`config.mk`:
```
export PLATFORM = sky130hd
export DESIGN_NAME = pwm_capture
export DESIGN_NICKNAME = d
export VERILOG_FILES = /design/src/rtl/pwm_capture.sv
export SDC_FILE = /design/constraint.sdc
export NUM_CORES = 1
export LEC_CHECK = 0
export ABC_CLOCK_PERIOD_IN_PS = 4500
export CAP_MARGIN = 20
export CORE_MARGIN = 5
export CORE_UTILIZATION = 40
export DETAILED_ROUTE_END_ITERATION = 10
export GPL_TIMING_DRIVEN = 1
export HOLD_SLACK_MARGIN = 0.02
export MAX_ROUTING_LAYER = met4
export PLACE_DENSITY = 0.58
export SETUP_SLACK_MARGIN = 0.02
export SLEW_MARGIN = 20
export SYNTH_ARGS = -nofsm -noshare
export SYNTH_HDL_FRONTEND = slang
export SYNTH_SLANG_ARGS = --single-unit
```
`constraint.sdc`:
```
create_clock -name i_clk -period 4.5 [get_ports i_clk]
set_input_delay 0.9 -clock i_clk [delete_from_list [all_inputs] [get_ports i_clk]]
set_output_delay 0.9 -clock i_clk [all_outputs]
set_load 0.03 [all_outputs]
```
`src/rtl/pwm_capture.sv`:
```
// Measures an incoming PWM waveform: period (rise to rise) and high time in clock cycles,
// with a timeout report when no rising edge arrives within MAX clocks.
module pwm_capture #(
    parameter int RESOLUTION  = 8,
    parameter int SYNC_STAGES = 2
) (
    input  logic                  i_clk,
    input  logic                  i_reset,
    input  logic                  i_pwm,
    output logic [RESOLUTION+1:0] o_period,
    output logic [RESOLUTION+1:0] o_high,
    output logic                  o_valid,
    output logic                  o_timeout,
    output logic                  o_level
);
    localparam int            CW    = RESOLUTION + 2;
    localparam logic [CW-1:0] MAX   = {CW{1'b1}};
    localparam logic [CW-1:0] ONE   = {{(CW-1){1'b0}}, 1'b1};
    localparam logic [CW-1:0] ZERO  = {CW{1'b0}};

    typedef enum logic [0:0] {
        S_WAIT = 1'b0,
        S_MEAS = 1'b1
    } state_t;

    state_t                 r_state;
    state_t                 w_state_nxt;
    logic [SYNC_STAGES-1:0] r_sync;
    logic                   r_prev;
    logic [CW-1:0]          r_cnt;
    logic [CW-1:0]          r_high;
    logic [CW-1:0]          w_cnt_nxt;
    logic [CW-1:0]          w_high_nxt;
    logic                   w_s;
    logic                   w_rise;
    logic                   w_report;
    logic                   w_timeout;

    assign w_s    = r_sync[SYNC_STAGES-1];
    assign w_rise = w_s & ~r_prev;

    // Input synchronizer, edge-detect history, FSM state and counters.
    always_ff @(posedge i_clk) begin
        if (i_reset) begin
            r_sync  <= {SYNC_STAGES{1'b0}};
            r_prev  <= 1'b0;
            r_state <= S_WAIT;
            r_cnt   <= ZERO;
            r_high  <= ZERO;
        end else begin
            r_sync  <= {r_sync[SYNC_STAGES-2:0], i_pwm};
            r_prev  <= w_s;
            r_state <= w_state_nxt;
            r_cnt   <= w_cnt_nxt;
            r_high  <= w_high_nxt;
        end
    end

    // Next-state, counter updates and report decision; a rise always beats the timeout.
    always_comb begin
        w_state_nxt = r_state;
        w_cnt_nxt   = r_cnt + ONE;
        w_high_nxt  = r_high;
        w_report    = 1'b0;
        w_timeout   = 1'b0;
        case (r_state)
            S_WAIT: begin
                if (w_rise) begin
                    w_cnt_nxt   = ONE;
                    w_high_nxt  = ONE;
                    w_state_nxt = S_MEAS;
                end else if (r_cnt == MAX) begin
                    w_report  = 1'b1;
                    w_timeout = 1'b1;
                    w_cnt_nxt = ZERO;
                end else begin
                    w_cnt_nxt = r_cnt + ONE;
                end
            end
            S_MEAS: begin
                if (w_rise) begin
                    w_report   = 1'b1;
                    w_cnt_nxt  = ONE;
                    w_high_nxt = ONE;
                end else if (r_cnt == MAX) begin
                    w_report    = 1'b1;
                    w_timeout   = 1'b1;
                    w_cnt_nxt   = ZERO;
                    w_high_nxt  = ZERO;
                    w_state_nxt = S_WAIT;
                end else begin
                    w_cnt_nxt  = r_cnt + ONE;
                    w_high_nxt = r_high + {{(CW-1){1'b0}}, w_s};
                end
            end
            default: begin
                w_state_nxt = S_WAIT;
                w_cnt_nxt   = ZERO;
                w_high_nxt  = ZERO;
            end
        endcase
    end

    // Registered report outputs; data fields hold between strobes.
    always_ff @(posedge i_clk) begin
        if (i_reset) begin
            o_period  <= ZERO;
            o_high    <= ZERO;
            o_valid   <= 1'b0;
            o_timeout <= 1'b0;
            o_level   <= 1'b0;
        end else begin
            o_valid <= w_report;
            if (w_report) begin
                o_period  <= w_timeout ? ZERO : r_cnt;
                o_high    <= w_timeout ? ZERO : r_high;
                o_timeout <= w_timeout;
                o_level   <= w_s;
            end else begin
                o_period  <= o_period;
                o_high    <= o_high;
                o_timeout <= o_timeout;
                o_level   <= o_level;
            end
        end
    end
endmodule

```
Figure 1. PDN straps and rails (run 1).
Drawn at 6 px/um. Pins as bars on the die edge. Tap cells in grey.
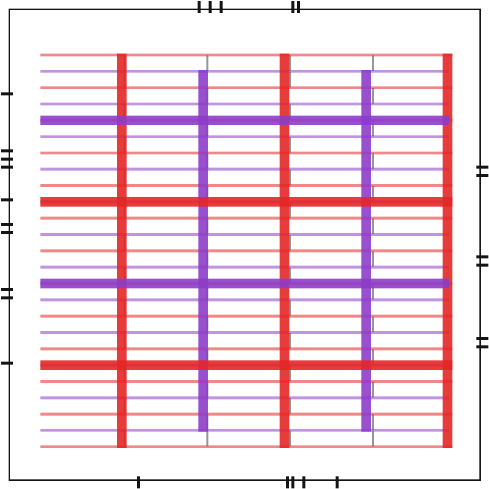
colour	net
purple	VDD
red	VSS
met1 rails	25
signal pins	26
met4 straps	5
die y size: 78.23 um
die width: 78.23 um
Peak VDD IR: 0.0001684 V
Core ar.: 4444 um2

Figure 2. Placed cells, one colour a class (run 1).
Drawn at 6 px/um. Fill, decap, tap and diode cells in grey.
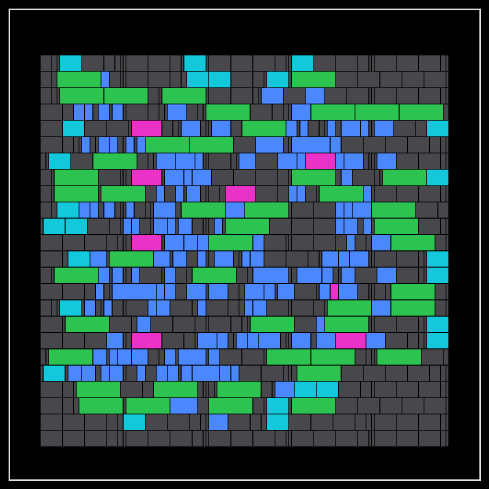
colour	class	cells
blue	all other logic	138
green	flops	47
cyan	other buffers and delay cells	25
magenta	clock drivers and dummy loads	8

Figure 3. Clock distribution (run 1).
Drawn at 4 px/um.
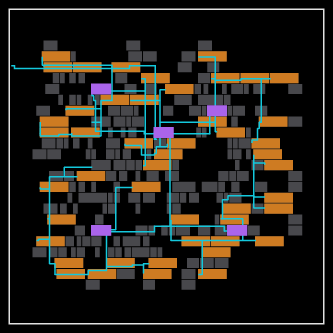
[purple] cells driving clock nets | count: 5
[cyan] clock wires | length: 567 um
[orange] flip-flops | count: 47
flops lie	all over the die
routed clock nets	6
P_clk: 276 uW
Final Skew: 5.664 ps
clock group share of total power: 37.7%
clk latency late pin: 300 ps

run 1: final cells by class:
| cell class | count | area, um2 | area share [%] |
|---|---|---|---|
| sequential | 47 | 940.9 | 41.99 |
| multi-input combinational | 137 | 880.8 | 39.31 |
| timing repair buffer | 25 | 250.2 | 11.17 |
| clock buffer | 8 | 100.1 | 4.467 |
| tap | 52 | 65.06 | 2.903 |
| inverter | 1 | 3.754 | 0.1675 |
run 1: metrics by stage:
step	hold slack, ps	total power, mW	instance area, um2
5_1_grt	490.9	0.7653	2241
3_5_place_dp	449.3	0.4658	2131
4_1_cts	461.3	0.7412	2231
3_3_place_gp	430.3	0.4651	2131
2_1_floorplan	413.8	0.4580	1862
6_report	461.7	0.7329	2241
==> results.yml, run 1 <==
# synthesis and place-and-route metrics
floorplanning:
  rows: 24
worst_setup_path:
  r2r_start: "r_sync[1]"
  cp-start-kind: "primary input"
  crit_family: "simple AND/OR/NAND/NOR gates"
  critical_path_buf_inv_count: 1
  worstSetupPathType: "primary input to flip-flop"
  worstSetupEndpoint: "r_high[5]"
  crit_path_cell_trace: "clkdlybuf4s50_1 -> nand2b_1 -> nor3_1 -> a22o_1"
  reg2reg_depth: 6
synth:
  yosys_area_um2: 1862
  synthAoiAreaFrac_pct: 17.94
  xor_share_pct: 3.293
  avgSynthCellArea_um2: 9.799
  synthDistinctLibCells: 39
  yosys-top-cells-area: "dfxtp_1 51%, a22o_1 8.5%, nand2_1 5.0%"
  ys_seq_share_pct: 50.54
  top_area_share_pct: 50.54
clocking:
  cts_tree: "yes"
  ctsHoldBuffers: 0
  cts_resized: 0
  numCtsBuffers: 5
  cts_setup_buffers: 0
min_path:
  min_to: "r_sync[1]"
status:
  status: "finished, final reports clean"
layout:
  drive_above_1_share_pct: 6.881
  lay_top_cells: "47 x dfxtp_1, 25 x nand2_1, 25 x clkdlybuf4s50_1"
job:
  warning_count: 27
  drv_cap: 0
power:
  power.leakage_nw: 0.7901
  p_sw_uw: 161.4
drt:
  wl_per_cell_um: 14.81
  route.detailed.drc: 0
final_timing:
  slew-limit-headroom_pct: 50.51
==> run 2, diff against run 1 <==
--- a/config.mk
+++ b/config.mk
@@ -5,7 +5,7 @@
 export SDC_FILE = /design/constraint.sdc
 export NUM_CORES = 1
 export LEC_CHECK = 0
-export ABC_CLOCK_PERIOD_IN_PS = 4500
+export ABC_CLOCK_PERIOD_IN_PS = 2100
 export CAP_MARGIN = 20
 export CORE_MARGIN = 5
 export CORE_UTILIZATION = 40
@@ -13,7 +13,7 @@
 export GPL_TIMING_DRIVEN = 1
 export HOLD_SLACK_MARGIN = 0.02
 export MAX_ROUTING_LAYER = met4
-export PLACE_DENSITY = 0.58
+export PLACE_DENSITY = 0.61
 export SETUP_SLACK_MARGIN = 0.02
 export SLEW_MARGIN = 20
 export SYNTH_ARGS = -nofsm -noshare
==> constraint.sdc (replaced) <==
create_clock -name i_clk -period 2.1 [get_ports i_clk]
set_input_delay 0.42 -clock i_clk [delete_from_list [all_inputs] [get_ports i_clk]]
set_output_delay 0.42 -clock i_clk [all_outputs]
set_load 0.03 [all_outputs]
Figure 4. Clock distribution (run 2).
Drawn at 4 px/um.
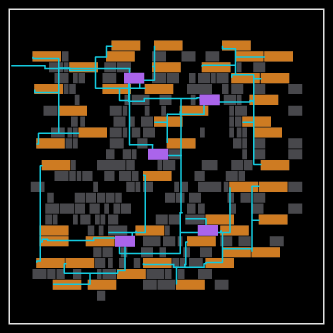
[cyan] clock wires | length: 562 um
[orange] flip-flops | count: 47
[purple] cells driving clock nets | count: 5
routed clock nets	6
flops lie	all over the die
clock group share of total power: 37.3%
Final Skew: 3.146 ps

==> results.yml, run 2 <==
# synthesis and place-and-route metrics
worst_setup_path:
  worstSetupEndpoint: "r_high[6]"
  crit_path_cell_trace: "ha_1 -> ha_1 -> nand3_1 -> or2_1 -> or4_1 -> mux2i_1"
  cp-start-kind: "flip-flop"
  reg2reg_depth: 6
  critical_path_buf_inv_count: 0
final_timing:
  fin_hold_ws_ps: 447.5
  slew-limit-headroom_pct: 51.97
status:
  status: "finished, final reports clean"
synth:
  ys_seq_share_pct: 50.54
  avgSynthCellArea_um2: 9.799
  synthDistinctLibCells: 39
  yosys_area_um2: 1862
  yosys-top-cells-area: "dfxtp_1 51%, a22o_1 8.5%, nand2_1 5.0%"
layout:
  lay_top_cells: "47 x dfxtp_1, 25 x nand2_1, 25 x clkdlybuf4s50_1"
  drive_above_1_share_pct: 10.57
clocking:
  ctsHoldBuffers: 0
  cts_tree: "yes"
  cts_setup_buffers: 0
  numCtsBuffers: 5
  cts_resized: 1
job:
  warning_count: 27
floorplanning:
  die_width_um: 78.23
  coreArea_um2: 4444
  fp.dieH_um: 78.23
power:
  p_sw_uw: 347.5
  vdd_drop_max_v: 0.0003522
  power.leakage_nw: 0.8336
  powerClk_uw: 590
Figure 5. Placed cells, one colour a class (run 2).
Drawn at 6 px/um. Fill, decap, tap and diode cells in grey.
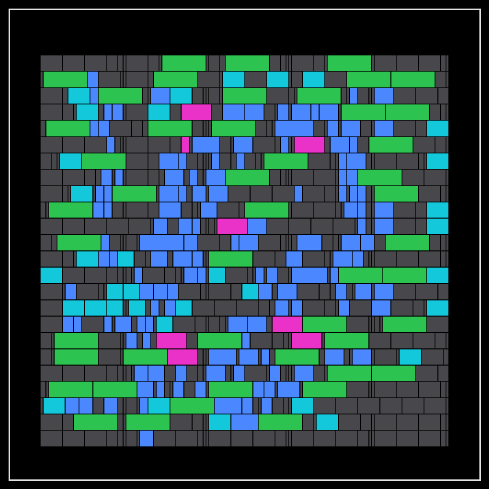
Seq area share: 40.76%
Final Cell Area: 2308 um2
Rows: 24
fin util: 51.94%

==> run 2: logic make-up (layout without fill, tap and decap cells) <==
logic type	Yosys count	after routing	synth area share, %
and+or+nand+nor	80	80	22.31
DFF	47	47	50.54
AOI/OAI and AO/OA	45	45	17.94
xor gates and xnor gates	7	7	3.293
buffers and inverters	6	43	2.688
adders and majority gates	4	4	2.688
muxes	1	1	0.5377
==> run 2: cell type report <==
cell class	count	area [um2]	area share [%]
flip-flops and latches	47	940.9	40.76
multi-input cells	137	880.8	38.16
repair buffers	34	317.8	13.77
clock buffers	8	100.1	4.336
well taps	52	65.06	2.818
inverters	1	3.754	0.1626
==> run 2: routing by layer <==
layer	wire, um	vias up	GRT usage [%]
met1	1955	722	18.94
li1	-	759	-
met4	63	0	5.769
met5	0	-	-
met3	191	7	4.233
met2	2056	38	25.00
==> run 3, diff against run 2 <==
--- a/config.mk
+++ b/config.mk
@@ -9,13 +9,14 @@
 export CAP_MARGIN = 20
 export CORE_MARGIN = 5
 export CORE_UTILIZATION = 40
+export CTS_BUF_LIST = sky130_fd_sc_hd__clkbuf_2
 export DETAILED_ROUTE_END_ITERATION = 10
 export GPL_TIMING_DRIVEN = 1
 export HOLD_SLACK_MARGIN = 0.02
 export MAX_ROUTING_LAYER = met4
 export PLACE_DENSITY = 0.61
 export SETUP_SLACK_MARGIN = 0.02
-export SLEW_MARGIN = 20
+export SLEW_MARGIN = 25
 export SYNTH_ARGS = -nofsm -noshare
 export SYNTH_HDL_FRONTEND = slang
 export SYNTH_SLANG_ARGS = --single-unit
Figure 6. Routed metal, one colour a layer (run 3).
Drawn at 6 px/um.
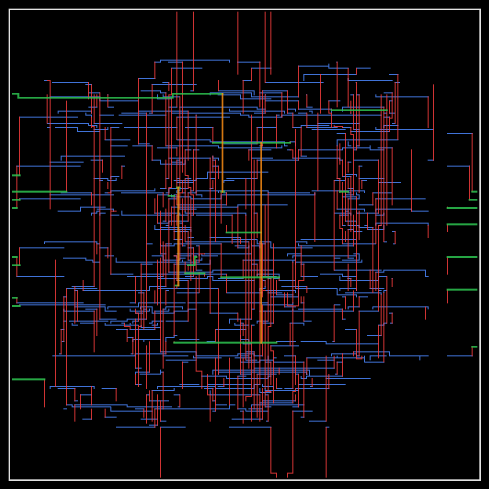
colour	layer	wire length
blue	met1	2010 um
red	met2	2020 um
green	met3	143 um
orange	met4	66.0 um

==> results.yml, run 3 <==
# synthesis and place-and-route metrics
floorplanning:
  rows: 24
  coreArea_um2: 4444
  die_width_um: 78.23
  tapCellCount: 52
  fp.dieH_um: 78.23
clocking:
  cts_tree: "yes"
  ctsHoldBuffers: 0
  numCtsBuffers: 5
  cts_resized: 1
  clock.latency.late_pin_ps: 420
  cts_setup_buffers: 0
job:
  drv_cap: 0
  warning_count: 27
synth:
  ys_seq_share_pct: 50.54
  avgSynthCellArea_um2: 9.799
  synth.comb.largest_family: "simple AND/OR/NAND/NOR gates"
  yosys-top-cells-area: "dfxtp_1 51%, a22o_1 8.5%, nand2_1 5.0%"
  xor_share_pct: 3.293
  ys_sh_adder_pct: 2.688
  ys_sh_simple_pct: 22.31
drt:
  wl_met2_um: 2023
  wl_per_cell_um: 15.21
  wl_met1_um: 2012
  route.top_layer_used: "met4"
  wl_met3_um: 142
layout:
  ff_latch_area_um2: 940.9
  comb_share_pct: 39.18
  lay_top_cells: "47 x dfxtp_1, 25 x nand2_1, 25 x clkdlybuf4s50_1"
  buf_share_pct: 14.13
  clock_tree_area_fraction_pct: 1.781
  num-nonclk-buffers: 34
  clock_buffers: 5
  largest_class: "registers"
worst_setup_path:
  worstSetupPathType: "flip-flop to flip-flop"
  cp-start-kind: "flip-flop"
final_timing:
  fin_skew_ps: 20.08
  slew-limit-headroom_pct: 53.04
power:
  clkPwrFrac_pct: 26.7
status:
  status: "finished, final reports clean"
min_path:
  min_to: "r_sync[1]"
Figure 7. PDN straps and rails (run 3).
Drawn at 6 px/um. Pins as bars on the die edge. Tap cells in grey.
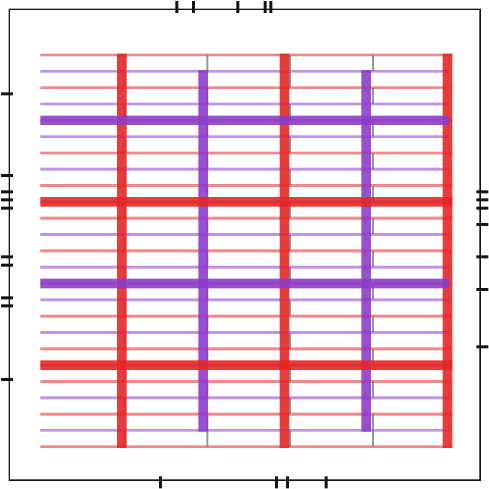
colour	net
purple	VDD
red	VSS
met5 straps	4
signal pins	26
rows	24
Peak VDD IR: 0.0003093 V

[run 3: cell counts after synthesis]
No cell type changed its count.
[run 3: critical path: stages (launching register included)]
cell,delay [ps]
dfxtp_1,490
ha_1,180
ha_1,190
nand3_1,190
or2_1,310
or4_1,410
mux2i_1,140
[run 3: per-stage QoR]
step	area [um2]	utilization [%]	hold slack [ps]	setup slack [ps]	std cells
after CTS	2248	50.59	467.7	138.5	279
after global routing	2248	50.59	470.0	62.28	279
after global placement	2198	49.47	422.3	-23.68	271
after floorplan	1862	-	413.8	393.2	190
after detailed placement	2201	49.52	426.2	-17.50	271
final	2248	50.59	462.7	143.8	279
[run 3: routing by layer]
layer	GRT usage, %	vias up
met2	24.32	36
met3	4.005	7
li1	-	766
met5	-	-
met1	19.92	718
met4	5.420	0
Power is estimated from default activity; no workload was simulated.
